## src/rtl/hier_node_pkg.sv

```systemverilog
// Shared types and helpers for the hierarchy node sequencer.
package hier_node_pkg;

  typedef enum logic [0:0] {
    NODE_BCAST = 1'b0,
    NODE_SEQ   = 1'b1
  } node_mode_e;

  typedef enum logic [1:0] {
    IDLE   = 2'd0,
    ISSUE  = 2'd1,
    WAIT   = 2'd2,
    FINISH = 2'd3
  } node_state_e;

  // Index of the lowest set bit; 0 when the vector is empty.
  function automatic logic [4:0] lowest_set_idx(input logic [31:0] vec);
    logic found;
    lowest_set_idx = '0;
    found          = 1'b0;
    for (int unsigned i = 0; i < 32; i++) begin
      if (vec[i] && !found) begin
        lowest_set_idx = 5'(i);
        found          = 1'b1;
      end
    end
  endfunction

endpackage

```

## src/rtl/hier_node_sequencer_if.sv

```systemverilog
// Parent/child handshake bundle of one hierarchy node.
interface hier_node_sequencer_if #(
  parameter int unsigned NUM_CHILDREN = 5,
  parameter int unsigned IDX_W        = (NUM_CHILDREN > 1) ? $clog2(NUM_CHILDREN) : 1
);
  logic                    start_i;
  logic [NUM_CHILDREN-1:0] child_mask_i;
  logic [NUM_CHILDREN-1:0] child_done_i;
  logic [NUM_CHILDREN-1:0] child_start_o;
  logic                    busy_o;
  logic                    done_o;
  logic                    error_o;
  logic [IDX_W-1:0]        err_idx_o;

  modport slave (
    input  start_i, child_mask_i, child_done_i,
    output child_start_o, busy_o, done_o, error_o, err_idx_o
  );

  modport master (
    output start_i, child_mask_i, child_done_i,
    input  child_start_o, busy_o, done_o, error_o, err_idx_o
  );
endinterface

```

## src/rtl/hier_node_timer.sv

```systemverilog
// Saturating wait counter; expired marks the enabled cycle in which the count reaches TIMEOUT.
module hier_node_timer #(
  parameter int unsigned TIMEOUT_W = 8,
  parameter int unsigned TIMEOUT   = 200
) (
  input  logic clk,
  input  logic rst_n,
  input  logic clr,
  input  logic en,
  output logic expired
);
  localparam logic [TIMEOUT_W-1:0] LIMIT = TIMEOUT_W'(TIMEOUT);

  logic [TIMEOUT_W-1:0] cnt;

  always_ff @(posedge clk or negedge rst_n) begin
    if (!rst_n) begin
      cnt <= '0;
    end else if (clr) begin
      cnt <= '0;
    end else if (en && (cnt != LIMIT)) begin
      cnt <= cnt + 1'b1;
    end
  end

  // Counting the current cycle makes TIMEOUT the number of whole WAIT cycles allowed.
  assign expired = en && (cnt >= (LIMIT - 1'b1));

endmodule

```

## src/rtl/hier_node_sequencer.sv

```systemverilog
// Hierarchy node: starts enabled children (broadcast or in index order), gathers their
// completions under a timeout and reports done/error to the parent.
module hier_node_sequencer
  import hier_node_pkg::*;
#(
  parameter int unsigned NUM_CHILDREN = 5,
  parameter int unsigned MODE         = 0,
  parameter int unsigned TIMEOUT_W    = 8,
  parameter int unsigned TIMEOUT      = 200
) (
  input logic                 clk,
  input logic                 rst_n,
  hier_node_sequencer_if.slave bus
);
  localparam int unsigned N     = NUM_CHILDREN;
  localparam int unsigned IDX_W = (N > 1) ? $clog2(N) : 1;
  localparam bit          SEQ   = (MODE == int'(NODE_SEQ));

  node_state_e      state_q, state_d;
  logic [N-1:0]     mask_q, done_q, done_nxt, pending, missing, awaited, hit, cur_oh;
  logic [IDX_W-1:0] cur_q, sel_idx, miss_idx, err_idx_q;
  logic             error_q, complete, expired;

  hier_node_timer #(
    .TIMEOUT_W (TIMEOUT_W),
    .TIMEOUT   (TIMEOUT)
  ) u_timer (
    .clk     (clk),
    .rst_n   (rst_n),
    .clr     (state_q == ISSUE),
    .en      (state_q == WAIT),
    .expired (expired)
  );

  always_comb begin
    pending  = mask_q & ~done_q;
    sel_idx  = IDX_W'(lowest_set_idx(32'(pending)));
    cur_oh   = N'(1) << cur_q;
    awaited  = SEQ ? (cur_oh & pending) : pending;
    hit      = (state_q == WAIT) ? (bus.child_done_i & awaited) : '0;
    done_nxt = done_q | hit;
    missing  = mask_q & ~done_nxt;
    miss_idx = IDX_W'(lowest_set_idx(32'(missing)));
    // Sequential completes per child; broadcast only once every enabled child is in.
    complete = SEQ ? (|hit) : (missing == '0);

    state_d = state_q;
    case (state_q)
      IDLE:    if (bus.start_i) state_d = ISSUE;
      ISSUE:   state_d = (pending == '0) ? FINISH : WAIT;
      WAIT: begin
        if (complete)     state_d = (missing == '0) ? FINISH : ISSUE;
        else if (expired) state_d = FINISH;
      end
      FINISH:  state_d = IDLE;
      default: state_d = IDLE;
    endcase
  end

  always_ff @(posedge clk or negedge rst_n) begin
    if (!rst_n) begin
      state_q   <= IDLE;
      mask_q    <= '0;
      done_q    <= '0;
      cur_q     <= '0;
      error_q   <= 1'b0;
      err_idx_q <= '0;
    end else begin
      state_q <= state_d;
      case (state_q)
        IDLE: begin
          if (bus.start_i) begin
            mask_q    <= bus.child_mask_i;
            done_q    <= '0;
            error_q   <= 1'b0;
            err_idx_q <= '0;
          end
        end
        ISSUE: cur_q <= sel_idx;
        WAIT: begin
          done_q <= done_nxt;
          if (!complete && expired) begin
            error_q   <= 1'b1;
            err_idx_q <= SEQ ? cur_q : miss_idx;
          end
        end
        default: ;
      endcase
    end
  end

  assign bus.child_start_o = (state_q == ISSUE)
                           ? (SEQ ? ((N'(1) << sel_idx) & pending) : pending)
                           : '0;
  assign bus.busy_o        = (state_q != IDLE);
  assign bus.done_o        = (state_q == FINISH);
  assign bus.error_o       = error_q;
  assign bus.err_idx_o     = err_idx_q;

endmodule
```

## src/flat_wrapper.sv

```systemverilog
// flat-port wrapper written by rule: the top's interface ports become plain ports
module hier_node_sequencer_flat import hier_node_pkg::*;
#(
  parameter int unsigned NUM_CHILDREN = 5,
  parameter int unsigned MODE         = 0,
  parameter int unsigned TIMEOUT_W    = 8,
  parameter int unsigned TIMEOUT      = 200
)
  (clk, rst_n, bus_start_i, bus_child_mask_i, bus_child_done_i, bus_child_start_o, bus_busy_o, bus_done_o, bus_error_o, bus_err_idx_o);
  hier_node_sequencer_if #(.NUM_CHILDREN(NUM_CHILDREN)) bus_i ();
  input logic clk;
  input logic rst_n;
  input wire logic [$bits(bus_i.start_i)-1:0] bus_start_i;
  input wire logic [$bits(bus_i.child_mask_i)-1:0] bus_child_mask_i;
  input wire logic [$bits(bus_i.child_done_i)-1:0] bus_child_done_i;
  output wire logic [$bits(bus_i.child_start_o)-1:0] bus_child_start_o;
  output wire logic [$bits(bus_i.busy_o)-1:0] bus_busy_o;
  output wire logic [$bits(bus_i.done_o)-1:0] bus_done_o;
  output wire logic [$bits(bus_i.error_o)-1:0] bus_error_o;
  output wire logic [$bits(bus_i.err_idx_o)-1:0] bus_err_idx_o;
  assign bus_i.start_i = bus_start_i;
  assign bus_i.child_mask_i = bus_child_mask_i;
  assign bus_i.child_done_i = bus_child_done_i;
  assign bus_child_start_o = bus_i.child_start_o;
  assign bus_busy_o = bus_i.busy_o;
  assign bus_done_o = bus_i.done_o;
  assign bus_error_o = bus_i.error_o;
  assign bus_err_idx_o = bus_i.err_idx_o;
  hier_node_sequencer #(.NUM_CHILDREN(NUM_CHILDREN), .MODE(MODE), .TIMEOUT_W(TIMEOUT_W), .TIMEOUT(TIMEOUT)) u_core (.clk(clk), .rst_n(rst_n), .bus(bus_i));
endmodule
```

## config.mk

```make
export PLATFORM = sky130hd
export DESIGN_NAME = hier_node_sequencer_flat
export DESIGN_NICKNAME = d
export VERILOG_FILES = /design/src/rtl/hier_node_pkg.sv /design/src/rtl/hier_node_sequencer_if.sv /design/src/rtl/hier_node_timer.sv /design/src/rtl/hier_node_sequencer.sv /design/src/flat_wrapper.sv
export SDC_FILE = /design/constraint.sdc
export NUM_CORES = 1
export LEC_CHECK = 0
export ABC_CLOCK_PERIOD_IN_PS = 2000
export CORE_MARGIN = 3
export CORE_UTILIZATION = 43
export DETAILED_ROUTE_END_ITERATION = 8
export PLACE_DENSITY_LB_ADDON = 0.2
export REMOVE_ABC_BUFFERS = 1
export SLEW_MARGIN = 10
export SYNTH_ARGS = -nofsm -noshare
export SYNTH_HDL_FRONTEND = slang
export SYNTH_SLANG_ARGS = --single-unit
```

## constraint.sdc

```tcl
create_clock -name clk -period 2 [get_ports clk]
set_input_delay 0.2 -clock clk [delete_from_list [all_inputs] [get_ports clk]]
set_output_delay 0.2 -clock clk [all_outputs]
set_load 0.05 [all_outputs]
```

==> run_results.csv, run 1 <==
group,metric,value,unit
run_status,status,"finished, final reports clean",
global_route,use_met1,19.9,%
critical_path,path_buffers,1,
final_layout,num-fill-cells,266,
critical_path,cp.depth,6,
final_layout,buffers_excl_clock,33,
sta,final_hold_viol_count,0,
hold_path,min_path_type,"primary input to asynchronous set/reset pin",
floorplanning,tapCellCount,42,
final_layout,largest_class,"multi-input combinational cells",
critical_path,cp-startpoint,"u_core.state_q[0]",
logic_synthesis,synthTopCellsByArea,"dfrtp_1, ha_1, mux2_2",
logic_synthesis,yosys_warnings,0,
power_and_ir_drop,p_switching,1.32,mW
clock_tree,clock_path_buffers,2,
clock_tree,cts-root-buf,"clkbuf_4",
power_and_ir_drop,comb_power_share,66.1,%
power_and_ir_drop,power.total,2.90,mW
logic_synthesis,top_cell,"dfrtp_1",
placed_design,post-place-ws,0.0581,ns
clock_tree,cts_tree,"yes",
detailed_routing,wl_per_cell,13.5,µm
global_route,grt_use_total,16.3,%
logic_synthesis,ys_types,45,
global_route,antenna_found_initial,0,
global_route,grt_pass1_vias,1187,
floorplanning,dieArea,3950,µm²
detailed_routing,drcViolationCount,0,
detailed_routing,m1WireLength,1270,µm
power_and_ir_drop,p_leak,0.822,nW
logic_synthesis,edf_count,0,
final_layout,nMultiInputCombCells,103,
final_layout,fin_util,61.8,%
critical_path,crit_end,"u_core.state_q[1]",
clock_tree,clock.latency.late_pin,0.31,ns
logic_synthesis,ys_sh_aoi,18.4,%
power_and_ir_drop,clock_power_share,7.1,%
clock_tree,htree_levels,1,
critical_path,reg2reg_to,"u_core.state_q[1]",
power_and_ir_drop,peakVddDrop,994,µV
critical_path,end_kind,"register",
-- run 1: cell usage in the layout, fill, tap and decap left out, drive strengths merged, types with 2 or more instances in the layout --
master and n:
nand2b 3, a31oi 5, o211ai 2, nand4 3, a41oi 2, mux2 7, nor2 16, clkbuf 3
inv 8, nand2 9, clkdlybuf4s50 16, a32oi 3, ha 6, xor2 5, buf 16, xnor2 2
and3 4, dfrtp 24, a21oi 8, nor2b 3, and2 5, nand3 2
-- run 1: power groups by stage --
| stage | logic [mW] | registers, mW | clock network (mW) |
|---|---|---|---|
| finish | 1.92 | 0.777 | 0.206 |
| global placement | 1.86 | 0.775 | 0 |
| CTS | 1.90 | 0.777 | 0.218 |
| floorplan | 1.11 | 0.889 | 0 |
| global route | 2.08 | 0.802 | 0.244 |
| detailed placement | 1.89 | 0.789 | 0 |
Run 1, placed cells, one colour a class:
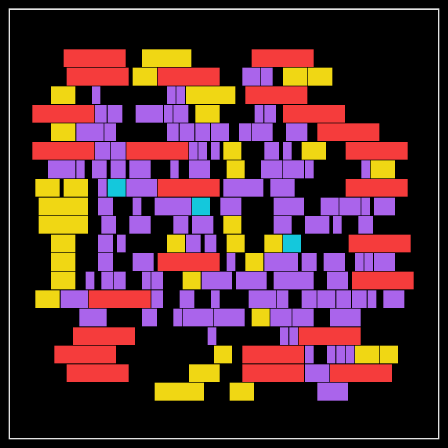
other buffers and delay cells -> yellow  # cells 33, share of their area 20%
cells driving clock nets -> cyan  # cells 3, share of their area 1.3%
flops -> red  # cells 24, share of their area 34%
all other logic -> purple  # cells 111, share of their area 44%

Run 1, I/O nets highlighted:
Scale bar: 20 µm.
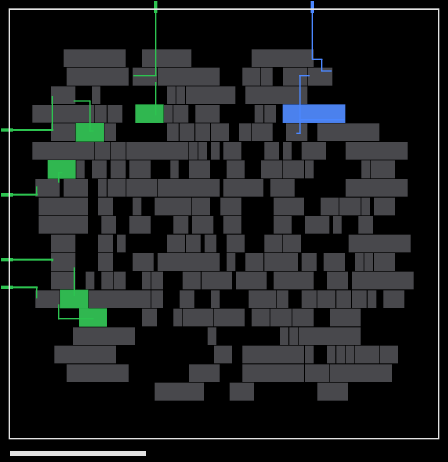
`bus_error_o` -> blue  # direction output, edge top, end cells 1, buffers 1, wire 28.2 µm
`bus_child_mask_i` -> green  # direction input, edge 4 left, 1 top, end cells 5, buffers 5, wire 63.8 µm

Run 1, cell density map:
Scale bar: 20 µm. 6 x 6 tiles, from black (low) to pale yellow (high), 0 to 100% covered.
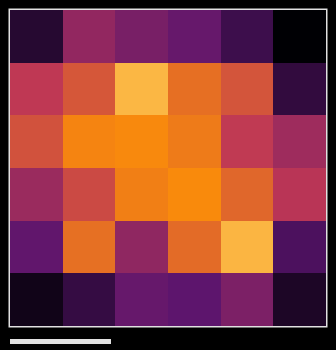
tiles over 75% full = 5.6%
densest ninth of the die = centre
mean over tiles = 44%
fullest tile = 84%

==> run 2: changes to the inputs <==
- CELL_PAD_IN_SITES_DETAIL_PLACEMENT: not set -> 0
- CELL_PAD_IN_SITES_GLOBAL_PLACEMENT: not set -> 1
- CORE_UTILIZATION: 43 -> 36
- SKIP_CTS_REPAIR_TIMING: not set -> 1
Run 2, placed cells, one colour a class:
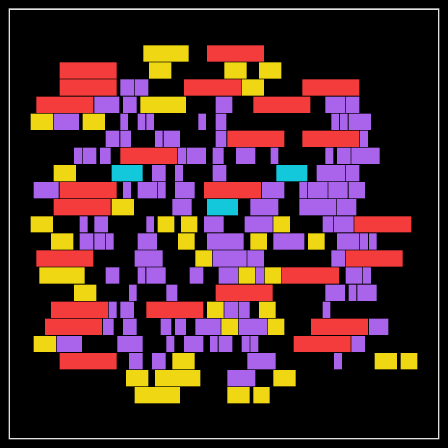
flops -> red  # cells 24, share of their area 33%
all other logic -> purple  # cells 111, share of their area 43%
other buffers and delay cells -> yellow  # cells 37, share of their area 21%
cells driving clock nets -> cyan  # cells 3, share of their area 2.3%

==> run_results.csv, run 2 <==
group,metric,value,unit
final_layout,nMultiInputCombCells,103,
power_and_ir_drop,comb_power_share,65.1,%
global_route,grt_use_total,15.1,%
floorplanning,dieArea,4640,µm²
run_status,status,"finished, final reports clean",
logic_synthesis,top_cell,"dfrtp_1",
critical_path,end_kind,"register",
critical_path,cp.depth,6,
detailed_routing,drcViolationCount,0,
critical_path,reg2reg_to,"u_core.state_q[1]",
final_layout,fin_util,52.8,%
power_and_ir_drop,maxPowerGroup,"combinational logic",
clock_tree,clock_path_buffers,2,
power_and_ir_drop,clock_power_share,9.5,%
global_route,antenna_found_initial,0,
power_and_ir_drop,p_seq,0.775,mW
clock_tree,cts-root-buf,"clkbuf_8",
final_layout,buffers_excl_clock,37,
final_layout,num-fill-cells,352,
final_layout,final_common_cell,"dfrtp_1",
power_and_ir_drop,peakVddDrop,707,µV
placed_design,post-place-ws,0.0576,ns
[run 2: worst max-delay path by stage]
| stage | from | endpoint | slack, ns |
|---|---|---|---|
| after floorplan | u_core.state_q[0] | u_core.state_q[1] | -0.32 |
| after global placement | u_core.state_q[0] | u_core.state_q[1] | 0.10 |
| after detailed placement | u_core.state_q[0] | u_core.state_q[1] | 0.06 |
| after CTS | u_core.state_q[0] | u_core.state_q[1] | 0.04 |
| after global routing | u_core.state_q[0] | u_core.state_q[1] | -0.006 |
| final | u_core.state_q[0] | u_core.state_q[1] | 0.08 |
[run 2: cell families (layout without fill, tap and decap cells)]
group,after synthesis,in the layout,share of synthesized area [%]
compound gates,33,33,18.4
xor+xnor,7,7,4.41
fa+ha+maj,6,6,5.41
flops,24,24,43.2
mux,8,8,6.40
buf+inv,12,48,3.33
simple gates,49,49,18.8
Power figures rest on the tool's default switching activity, not on a simulated workload.
